<file path="config.mk">
export PLATFORM = sky130hd
export DESIGN_NAME = operand_fetch_stage
export DESIGN_NICKNAME = d
export VERILOG_FILES = /design/src/rtl/operand_fetch_stage.sv
export SDC_FILE = /design/constraint.sdc
export NUM_CORES = 1
export LEC_CHECK = 0
export CAP_MARGIN = 20
export CORE_AREA = 3 3 170 172
export CTS_CLUSTER_DIAMETER = 100
export DETAILED_ROUTE_END_ITERATION = 8
export DIE_AREA = 0 0 173 175
export DONT_BUFFER_PORTS = 1
export PLACE_DENSITY = 0.51
export SETUP_SLACK_MARGIN = 0.5
export SYNTH_ARGS = -nofsm -noshare
export SYNTH_HDL_FRONTEND = slang
export SYNTH_SLANG_ARGS = --single-unit
</file>
<file path="constraint.sdc">
create_clock -name CLK -period 3 [get_ports CLK]
set_input_delay 0.75 -clock CLK [delete_from_list [all_inputs] [get_ports CLK]]
set_output_delay 0.75 -clock CLK [all_outputs]
set_load 0.05 [all_outputs]
</file>
<file path="src/rtl/operand_fetch_stage.sv">
`default_nettype none
// ============================================================================
// Module   : operand_fetch_stage
// Purpose  : Decode->execute pipeline stage around the register file. Drives
//            the RF read addresses, selects operands from RF data or the
//            EX/MEM/WB bypass paths, inserts one bubble per load-use hazard
//            and holds a valid/ready output register that feeds EX.
// Ports    : CLK, RES (sync, active-low)
//            IN_*      : decode-side valid/ready handshake and instruction
//            RA_RF/RB_RF/A_RF/B_RF : RF read ports (combinational)
//            EX_RESULT, MEM_*, RW_RF/DW_RF/WE_RF : bypass sources
//            FLUSH     : branch redirect, kills output and offered input
//            OUT_*     : registered instruction towards EX (valid/ready)
//            STALL_CNT : saturating count of load-use bubbles
// Revision : 1.0 - initial release
// ============================================================================
module operand_fetch_stage #(
  parameter int CTRL_W = 8,
  parameter int CNT_W  = 16
) (
  input  logic              CLK,
  input  logic              RES,
  // decode side
  input  logic              IN_VALID,
  output logic              IN_READY,
  input  logic [31:0]       IN_PC,
  input  logic [4:0]        IN_RS1,
  input  logic [4:0]        IN_RS2,
  input  logic [4:0]        IN_RD,
  input  logic              IN_USE_RS1,
  input  logic              IN_USE_RS2,
  input  logic              IN_IS_LOAD,
  input  logic [31:0]       IN_IMM,
  input  logic [CTRL_W-1:0] IN_CTRL,
  // register file read ports
  output logic [4:0]        RA_RF,
  output logic [4:0]        RB_RF,
  input  logic [31:0]       A_RF,
  input  logic [31:0]       B_RF,
  // bypass sources
  input  logic [31:0]       EX_RESULT,
  input  logic              MEM_VALID,
  input  logic [4:0]        MEM_RD,
  input  logic [31:0]       MEM_DATA,
  input  logic [4:0]        RW_RF,
  input  logic [31:0]       DW_RF,
  input  logic              WE_RF,
  // control
  input  logic              FLUSH,
  // execute side
  output logic              OUT_VALID,
  input  logic              OUT_READY,
  output logic [31:0]       OUT_PC,
  output logic [31:0]       OUT_IMM,
  output logic [31:0]       OUT_A,
  output logic [31:0]       OUT_B,
  output logic [4:0]        OUT_RD,
  output logic              OUT_IS_LOAD,
  output logic [CTRL_W-1:0] OUT_CTRL,
  output logic [CNT_W-1:0]  STALL_CNT
);

  localparam logic [CNT_W-1:0] c_cnt_max = {CNT_W{1'b1}};

  // --------------------------------------------------------------------------
  // Output register
  // --------------------------------------------------------------------------
  logic              r_out_valid;
  logic [31:0]       r_out_pc;
  logic [31:0]       r_out_imm;
  logic [31:0]       r_out_a;
  logic [31:0]       r_out_b;
  logic [4:0]        r_out_rd;
  logic              r_out_is_load;
  logic [CTRL_W-1:0] r_out_ctrl;
  logic [CNT_W-1:0]  r_stall_cnt;

  logic              w_adv;
  logic              w_haz;
  logic [31:0]       w_opa;
  logic [31:0]       w_opb;

  // Operand select for one source. The EX path is only usable for non-loads:
  // a load's value is not known until it leaves MEM, which is exactly the case
  // the hazard bubble covers.
  function automatic logic [31:0] f_sel_operand(
    input logic [4:0]  rs,
    input logic [31:0] rf_data,
    input logic        out_valid,
    input logic        out_is_load,
    input logic [4:0]  out_rd,
    input logic [31:0] ex_result,
    input logic        mem_valid,
    input logic [4:0]  mem_rd,
    input logic [31:0] mem_data,
    input logic        we_rf,
    input logic [4:0]  rw_rf,
    input logic [31:0] dw_rf
  );
    logic [31:0] v;
    if (rs == 5'd0)
      v = 32'd0;
    else if (out_valid && !out_is_load && (out_rd == rs))
      v = ex_result;
    else if (mem_valid && (mem_rd == rs))
      v = mem_data;
    else if (we_rf && (rw_rf == rs))
      v = dw_rf;     // register being written on this same edge
    else
      v = rf_data;
    return v;
  endfunction

  // --------------------------------------------------------------------------
  // Combinational control
  // --------------------------------------------------------------------------
  always_comb begin
    w_adv = !r_out_valid || OUT_READY;
    w_haz = r_out_valid && r_out_is_load && (r_out_rd != 5'd0) &&
            ((IN_USE_RS1 && (IN_RS1 == r_out_rd)) ||
             (IN_USE_RS2 && (IN_RS2 == r_out_rd)));
    // FLUSH makes the stage "accept" the offer so decode can drop it.
    IN_READY = RES && (FLUSH || (w_adv && !w_haz));
  end

  always_comb begin
    RA_RF = IN_RS1;
    RB_RF = IN_RS2;
    w_opa = f_sel_operand(IN_RS1, A_RF, r_out_valid, r_out_is_load, r_out_rd,
                          EX_RESULT, MEM_VALID, MEM_RD, MEM_DATA,
                          WE_RF, RW_RF, DW_RF);
    w_opb = f_sel_operand(IN_RS2, B_RF, r_out_valid, r_out_is_load, r_out_rd,
                          EX_RESULT, MEM_VALID, MEM_RD, MEM_DATA,
                          WE_RF, RW_RF, DW_RF);
  end

  // --------------------------------------------------------------------------
  // Sequential update: reset, flush, bubble, load, drain, hold
  // --------------------------------------------------------------------------
  always_ff @(posedge CLK) begin
    if (!RES) begin
      r_out_valid   <= 1'b0;
      r_out_pc      <= 32'd0;
      r_out_imm     <= 32'd0;
      r_out_a       <= 32'd0;
      r_out_b       <= 32'd0;
      r_out_rd      <= 5'd0;
      r_out_is_load <= 1'b0;
      r_out_ctrl    <= '0;
      r_stall_cnt   <= '0;
    end else if (FLUSH) begin
      r_out_valid <= 1'b0;
    end else if (w_adv && w_haz) begin
      r_out_valid <= 1'b0;
      if (r_stall_cnt != c_cnt_max)
        r_stall_cnt <= r_stall_cnt + 1'b1;
    end else if (w_adv && IN_VALID) begin
      r_out_valid   <= 1'b1;
      r_out_pc      <= IN_PC;
      r_out_imm     <= IN_IMM;
      r_out_a       <= w_opa;
      r_out_b       <= w_opb;
      r_out_rd      <= IN_RD;
      r_out_is_load <= IN_IS_LOAD;
      r_out_ctrl    <= IN_CTRL;
    end else if (w_adv) begin
      r_out_valid <= 1'b0;
    end
    // !w_adv: everything holds
  end

  always_comb begin
    OUT_VALID   = r_out_valid;
    OUT_PC      = r_out_pc;
    OUT_IMM     = r_out_imm;
    OUT_A       = r_out_a;
    OUT_B       = r_out_b;
    OUT_RD      = r_out_rd;
    OUT_IS_LOAD = r_out_is_load;
    OUT_CTRL    = r_out_ctrl;
    STALL_CNT   = r_stall_cnt;
  end

endmodule
`default_nettype wire

</file>
PDN straps and rails:
Scale bar: 50 um. Pins as bars on the die edge.
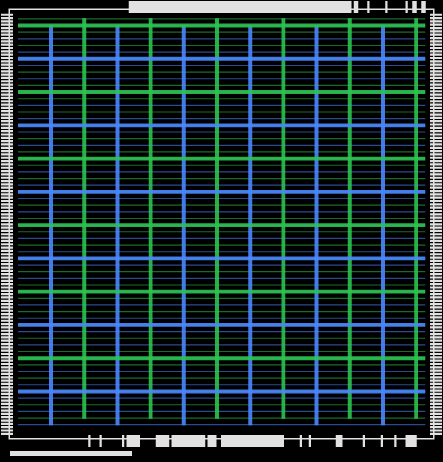
blue -> VSS
green -> VDD
met5 straps = 12
signal pins = 437

Nets reached from selected ports:
Scale bar: 50 um.
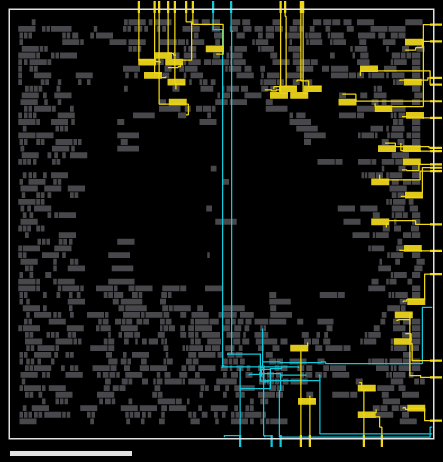
yellow -> `OUT_A`  # direction output, edge 17 right, 11 top, 4 bottom, end cells 32, buffers 0, wire 924 um
cyan -> `RB_RF`  # direction output, edge 3 bottom, 2 top, end cells 0, buffers 0, wire 773 um

==> results.json <==
{
  "regToRegStartpoint": "OUT_RD[4]",
  "p_int_w": 0.00361,
  "instances_no_fill": 1290,
  "globalRouteMet2Util_pct": 32.3,
  "finClkSkew_ps": 19.0,
  "p_comb_share_pct": 9.8,
  "avgSynthCellArea_um2": 9.08,
  "buffers": 46,
  "fillCellCount": 2849,
  "ctsHoldBuffers": 0,
  "cts-root-buf": "clkbuf_16",
  "cts_resized": 10,
  "synthXorXnorAreaFrac_pct": 3.07,
  "synth_flops": 159,
  "yosysWarnings": 0,
  "initialDrtViolationCount": 471,
  "whs_endpoint": "OUT_VALID",
  "wl_met2_um": 15000,
  "cts_tree": "done",
  "met1_usage_pct": 23.2,
  "period_used_pct": 92.8,
  "hold_viol_final": 0,
  "syn_inst": 941,
  "pwr-share-clk_pct": 41.5,
  "lay_top_count": "dfxtp_1",
  "slew_headroom_pct": 50.0,
  "top_layer": "met4",
  "finalSetupViolCount": 0,
  "status": "completed",
  "syn-num-nets": 1209,
  "yosys-stat-area_mm2": 0.00855,
  "critical_path_class": "reg2out",
  "start_kind": "flop",
  "comb_area_mm2": 0.00489,
  "drive_above_1_share_pct": 17.8,
  "hpwl_um": 23100,
  "wl_met3_um": 3300,
  "die_y_um": 175,
  "path_cells": "or3_4 -> o311a_4 -> o21ai_4 -> a21oi_4 -> nor2_4",
  "hold-worst-slack_ps": 406,
  "arrival_ps": 2030,
  "yosysTopAreaCell": "dfxtp_1"
}
Cell classes on the final placement:
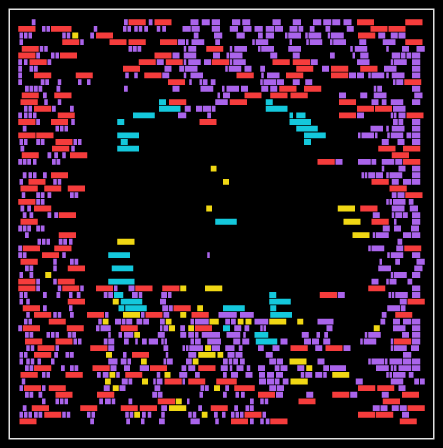
cyan -> clock drivers and dummy loads  # cells 31
purple -> all other logic  # cells 676
red -> flip-flops  # cells 159
yellow -> other buffers and delay cells  # cells 46
CORE AREA: 0.0276 mm2
Seq/total area: 33.1%
design area: 0.00965 mm2
final cell utilization of the core: 34.9%

Power is estimated from default activity; no workload was simulated.
